metal_stack.png
Scale bar: 20 um.
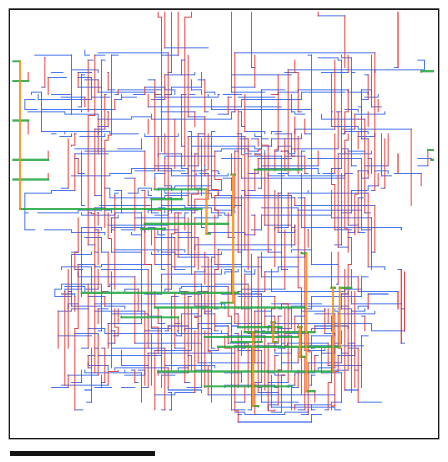
cell_classes.png
Scale bar: 20 um. Fill, decap, tap and diode cells in grey.
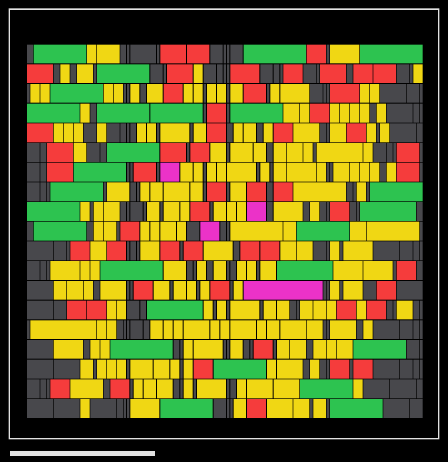
met4.png
Scale bar: 20 um.
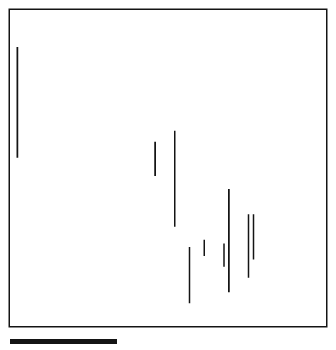
## config.mk

```make
export PLATFORM = sky130hd
export DESIGN_NAME = rp_diag_seq_flat
export DESIGN_NICKNAME = d
export VERILOG_FILES = /design/src/rtl/rp_diag_if.sv /design/src/rtl/rp_diag_seq.sv /design/src/flat_wrapper.sv
export SDC_FILE = /design/constraint.sdc
export NUM_CORES = 1
export LEC_CHECK = 0
export ABC_AREA = 1
export ABC_CLOCK_PERIOD_IN_PS = 1300
export CORE_MARGIN = 2
export CORE_UTILIZATION = 50
export CTS_CLUSTER_SIZE = 14
export DETAILED_ROUTE_END_ITERATION = 6
export PLACE_DENSITY = 0.71
export SYNTH_ARGS = -nofsm -noshare
export SYNTH_HDL_FRONTEND = slang
export SYNTH_SLANG_ARGS = --single-unit
```

## constraint.sdc

```tcl
create_clock -name clk -period 1.3 [get_ports clk]
set_input_delay 0.13 -clock clk [delete_from_list [all_inputs] [get_ports clk]]
set_output_delay 0.13 -clock clk [all_outputs]
set_load 0.03 [all_outputs]
```

## src/rtl/rp_diag_if.sv

```systemverilog
// Diagnostic read-path bus for rp_diag_seq: drive controls, serial diagnostic
// strobes and the registered field/status outputs.
interface rp_diag_if;
  // No valid/ready handshake here: rpDCLK/rpDIND/rpDSCK are free-running
  // levels whose rising edges the slave detects; outputs are plain status levels.
  logic rpDRVCLR;
  logic rpDMD;
  logic rpDCLK;
  logic rpDIND;
  logic rpDSCK;
  logic rpDRDD;
  logic rpZD;
  logic rpSBD;
  logic rpDFE;
  logic rpECE;
  logic rpDWRD;
  logic rpFMTERR;

  modport master (
    output rpDRVCLR, rpDMD, rpDCLK, rpDIND, rpDSCK, rpDRDD,
    input  rpZD, rpSBD, rpDFE, rpECE, rpDWRD, rpFMTERR
  );

  modport slave (
    input  rpDRVCLR, rpDMD, rpDCLK, rpDIND, rpDSCK, rpDRDD,
    output rpZD, rpSBD, rpDFE, rpECE, rpDWRD, rpFMTERR
  );
endinterface

```

## src/rtl/rp_diag_seq.sv

```systemverilog
// Diagnostic sector sequencer: preamble zero detect, sync, data and ECC field envelopes.
// Optional macro RPDIAG_ECC_EN enables the ECC field; without it DATA ends directly in DONE.
module rp_diag_seq #(
    parameter int DATABITS = 4608,
    parameter int ECCBITS  = 32,
    parameter int ZEROBITS = 16
) (
    input  logic       clk,
    input  logic       rst,
    rp_diag_if.slave   bus,
    output logic [2:0] dbgState
);

    typedef enum logic [2:0] {
        IDLE = 3'd0,
        PRE  = 3'd1,
        DATA = 3'd2,
        ECC  = 3'd3,
        DONE = 3'd4
    } state_t;

    localparam logic [12:0] ZERO_MAX  = 13'(ZEROBITS);
    localparam logic [12:0] DATA_LAST = 13'(DATABITS - 1);
`ifdef RPDIAG_ECC_EN
    localparam logic [12:0] ECC_LAST  = 13'(ECCBITS - 1);
`endif

    state_t      state;
    logic [12:0] cnt;
    logic        dclkQ, dclkP, dindQ, dindP, dsckQ, dsckP;
    logic        zd, sbd, dfe, dwrd, fmterr;
`ifdef RPDIAG_ECC_EN
    logic        ece;
`endif
    logic        bitEdge, syncEdge;

    assign bitEdge  = dclkQ & ~dclkP;
    assign syncEdge = (dindQ & ~dindP) | (dsckQ & ~dsckP);

    always_ff @(posedge clk) begin
        if (!rst || bus.rpDRVCLR) begin
            state  <= IDLE;
            cnt    <= '0;
            dclkQ  <= 1'b0;
            dclkP  <= 1'b0;
            dindQ  <= 1'b0;
            dindP  <= 1'b0;
            dsckQ  <= 1'b0;
            dsckP  <= 1'b0;
            zd     <= 1'b0;
            sbd    <= 1'b0;
            dfe    <= 1'b0;
            dwrd   <= 1'b0;
            fmterr <= 1'b0;
`ifdef RPDIAG_ECC_EN
            ece    <= 1'b0;
`endif
        end else begin
            dclkQ <= bus.rpDCLK;
            dclkP <= dclkQ;
            dindQ <= bus.rpDIND;
            dindP <= dindQ;
            dsckQ <= bus.rpDSCK;
            dsckP <= dsckQ;
            if (!bus.rpDMD) begin
                state <= IDLE;
                cnt   <= '0;
                zd    <= 1'b0;
                sbd   <= 1'b0;
                dfe   <= 1'b0;
                dwrd  <= 1'b0;
`ifdef RPDIAG_ECC_EN
                ece   <= 1'b0;
`endif
            end else if (syncEdge) begin
                // Index/sector edge wins over a coincident bit edge; that bit is dropped.
                if (state == DATA || state == ECC) fmterr <= 1'b1;
                state <= PRE;
                cnt   <= '0;
                zd    <= 1'b0;
                sbd   <= 1'b0;
                dfe   <= 1'b0;
                dwrd  <= 1'b0;
`ifdef RPDIAG_ECC_EN
                ece   <= 1'b0;
`endif
            end else if (bitEdge) begin
                dwrd <= 1'b0;
                case (state)
                    PRE: begin
                        if (!bus.rpDRDD) begin
                            if (cnt < ZERO_MAX) cnt <= cnt + 13'd1;
                            zd <= (cnt >= ZERO_MAX - 13'd1);
                        end else if (cnt == ZERO_MAX) begin
                            state <= DATA;
                            cnt   <= '0;
                            zd    <= 1'b0;
                            sbd   <= 1'b1;
                            dfe   <= 1'b1;
                        end else begin
                            cnt <= '0;
                            zd  <= 1'b0;
                        end
                    end
                    DATA: begin
                        cnt  <= cnt + 13'd1;
                        dwrd <= (cnt[3:0] == 4'hF);
                        if (cnt == DATA_LAST) begin
                            cnt <= '0;
                            dfe <= 1'b0;
`ifdef RPDIAG_ECC_EN
                            state <= ECC;
                            ece   <= 1'b1;
`else
                            state <= DONE;
                            sbd   <= 1'b0;
`endif
                        end
                    end
`ifdef RPDIAG_ECC_EN
                    ECC: begin
                        cnt <= cnt + 13'd1;
                        if (cnt == ECC_LAST) begin
                            state <= DONE;
                            cnt   <= '0;
                            ece   <= 1'b0;
                            sbd   <= 1'b0;
                        end
                    end
`endif
                    IDLE, DONE: ;
                    default: state <= IDLE;
                endcase
            end
        end
    end

    assign bus.rpZD     = zd;
    assign bus.rpSBD    = sbd;
    assign bus.rpDFE    = dfe;
    assign bus.rpDWRD   = dwrd;
    assign bus.rpFMTERR = fmterr;
`ifdef RPDIAG_ECC_EN
    assign bus.rpECE    = ece;
`else
    assign bus.rpECE    = 1'b0;
`endif
    assign dbgState     = state;

endmodule

```

## src/flat_wrapper.sv

```systemverilog
// flat-port wrapper written by rule: the top's interface ports become plain ports
module rp_diag_seq_flat 
#(
    parameter int DATABITS = 4608,
    parameter int ECCBITS  = 32,
    parameter int ZEROBITS = 16
)
  (clk, rst, dbgState, bus_rpDRVCLR, bus_rpDMD, bus_rpDCLK, bus_rpDIND, bus_rpDSCK, bus_rpDRDD, bus_rpZD, bus_rpSBD, bus_rpDFE, bus_rpECE, bus_rpDWRD, bus_rpFMTERR);
  rp_diag_if bus_i ();
  input  logic clk;
  input  logic rst;
  output logic [2:0] dbgState;
  input wire logic [$bits(bus_i.rpDRVCLR)-1:0] bus_rpDRVCLR;
  input wire logic [$bits(bus_i.rpDMD)-1:0] bus_rpDMD;
  input wire logic [$bits(bus_i.rpDCLK)-1:0] bus_rpDCLK;
  input wire logic [$bits(bus_i.rpDIND)-1:0] bus_rpDIND;
  input wire logic [$bits(bus_i.rpDSCK)-1:0] bus_rpDSCK;
  input wire logic [$bits(bus_i.rpDRDD)-1:0] bus_rpDRDD;
  output wire logic [$bits(bus_i.rpZD)-1:0] bus_rpZD;
  output wire logic [$bits(bus_i.rpSBD)-1:0] bus_rpSBD;
  output wire logic [$bits(bus_i.rpDFE)-1:0] bus_rpDFE;
  output wire logic [$bits(bus_i.rpECE)-1:0] bus_rpECE;
  output wire logic [$bits(bus_i.rpDWRD)-1:0] bus_rpDWRD;
  output wire logic [$bits(bus_i.rpFMTERR)-1:0] bus_rpFMTERR;
  assign bus_i.rpDRVCLR = bus_rpDRVCLR;
  assign bus_i.rpDMD = bus_rpDMD;
  assign bus_i.rpDCLK = bus_rpDCLK;
  assign bus_i.rpDIND = bus_rpDIND;
  assign bus_i.rpDSCK = bus_rpDSCK;
  assign bus_i.rpDRDD = bus_rpDRDD;
  assign bus_rpZD = bus_i.rpZD;
  assign bus_rpSBD = bus_i.rpSBD;
  assign bus_rpDFE = bus_i.rpDFE;
  assign bus_rpECE = bus_i.rpECE;
  assign bus_rpDWRD = bus_i.rpDWRD;
  assign bus_rpFMTERR = bus_i.rpFMTERR;
  rp_diag_seq #(.DATABITS(DATABITS), .ECCBITS(ECCBITS), .ZEROBITS(ZEROBITS)) u_core (.clk(clk), .rst(rst), .bus(bus_i), .dbgState(dbgState));
endmodule
```

==> flow_summary.yaml <==
# generated from flow reports
run:
  drv.max_cap_violation_count: 0
layout:
  fin_util_pct: 77.7
  finish.instance_area_um2: 2200
yosys:
  yosys-top-cells-count: "44 x nand2_1, 35 x nor2_1, 26 x dfxtp_1"
  numSynthFlops: 26
  postSynth.topFlopCell: "dfxtp_1"
  floorplan.nets: 233
  synth_largest_type_area_fraction_pct: 34.3
  netlist-cell-type-count: 29
sta:
  fin_ws_ns: -0.185
  final.period_utilization_pct: 114
  fin_setup_tns_ns: -2.33
  setup_viol: 17
  grt_setup_unrepaired: "true"
  clock.fmax_mhz: 673
  hold_slack_ns: 0.303
detailed_routing:
  vias: 1639
  dr.pass1.iters: 4
  antenna_violating_nets_post_route: 0
  drt-vias-per-instance: 5.36
clock_network:
  cts_inserted_buffers: 3
  cts_post_setup_buffers_inserted: 1
die:
  die.size.x_um: 59.1
  core_region_area_um2: 2830
  fp_util_pct: 53.7
power:
  sw_pwr_mw: 0.316
  p_comb_mw: 0.105
  ir_worst_vdd_mv: 0.624
  p_seq_share_pct: 54.2
setup_path:
  regToRegEndpoint: "u_core.cnt[1]"
  critical_path.max_fanout: 7
  path_cells: "ha_4 > nand2_4 > nor2_4 > nand2_4 > nor2_4 > nor2_2 > nor2_2 > nand2_4 > nand2_4 > nor2_1"
  cp.arrival_ns: 1.73
  critPathBufInv: 0
placed_design:
  numPlacedInstances: 299
  gp_congestion: 0.851
global_route:
  groute.usage.overall_pct: 25.8
worst_hold_path:
  hold_path_class: "primary input to register"
status:
  status: "complete, but fails checks"
  failing_checks: "setup timing"
## Picture notes: metal_stack.png
met1: drawn in blue, wire length 1780 um. met4: drawn in orange, wire length 100 um. met3: drawn in green, wire length 218 um. met2: drawn in red, wire length 2150 um.

## Picture notes: cell_classes.png
clock drivers and dummy loads: drawn in magenta, cells 4. flops: drawn in green, cells 26. other buffers and delay cells: drawn in red, cells 53. all other logic: drawn in yellow, cells 192.

## Picture notes: met4.png
The layer carries 100 um of wire. The layer holds 2.4% of the routed length. 9 nets have wire on it.

## cells in the final DEF (no fill, tap or decap), drive strengths merged
cell           Yosys  final
a21oi             17     17
a31oi              1      1
buf                6     38
bufinv             0      1
clkbuf             1      3
clkdlybuf4s15      0      2
clkdlybuf4s50      0      7
conb               1      1
dfxtp             26     26
dlygate4sd2        0      6
ha                 2      2
inv               30     30
nand2             56     58
nand3             24     24
nand3b             1      1
nand4              4      4
nor2              46     46
nor3               2      2
o21ai              3      3
o21bai             1      1
o22ai              1      1
xor2               1      1
## layout make-up
class / instances / area [um2]
clock buffer: 3 / 22.5
clock inverter: 1 / 30.0
fill: 202 / 631
inverter: 30 / 123
multi-input combinational: 162 / 1010
sequential: 26 / 539
tap: 31 / 38.8
timing repair buffer: 53 / 433
## worst max-delay path by stage
stage,from,end,slack [ns],cells after the start
after floorplan,u_core.cnt[1],u_core.cnt[1],-0.07,10
after global placement,rst,u_core.cnt[0],-0.21,8
after detailed placement,rst,u_core.cnt[1],-0.26,8
after CTS,u_core.cnt[0],u_core.cnt[1],-0.17,10
after global routing,u_core.cnt[1],u_core.dbgState[2],-0.28,12
final,u_core.cnt[1],u_core.cnt[1],-0.19,10
## layer usage
| layer | track usage [%] | share of wire (%) | wire (um) |
|---|---|---|---|
| met2 | 45.7 | 51 | 2150 |
| met4 | 7.47 | 2.3 | 99 |
| met3 | 3.71 | 5.1 | 218 |
| met5 | 0 | 0 | 0 |
| met1 | 32.3 | 42 | 1780 |
## logic make-up after synthesis
group	Yosys count	synth area share (%)
DFF	26	34.3
AOI/OAI and AO/OA	23	7.91
adders and majority gates	2	1.65
xor gates and xnor gates	1	0.577
other	1	0.247
and+or+nand+nor	133	42.8
buffers and inverters	37	12.5
Power and IR drop assume default switching activity.
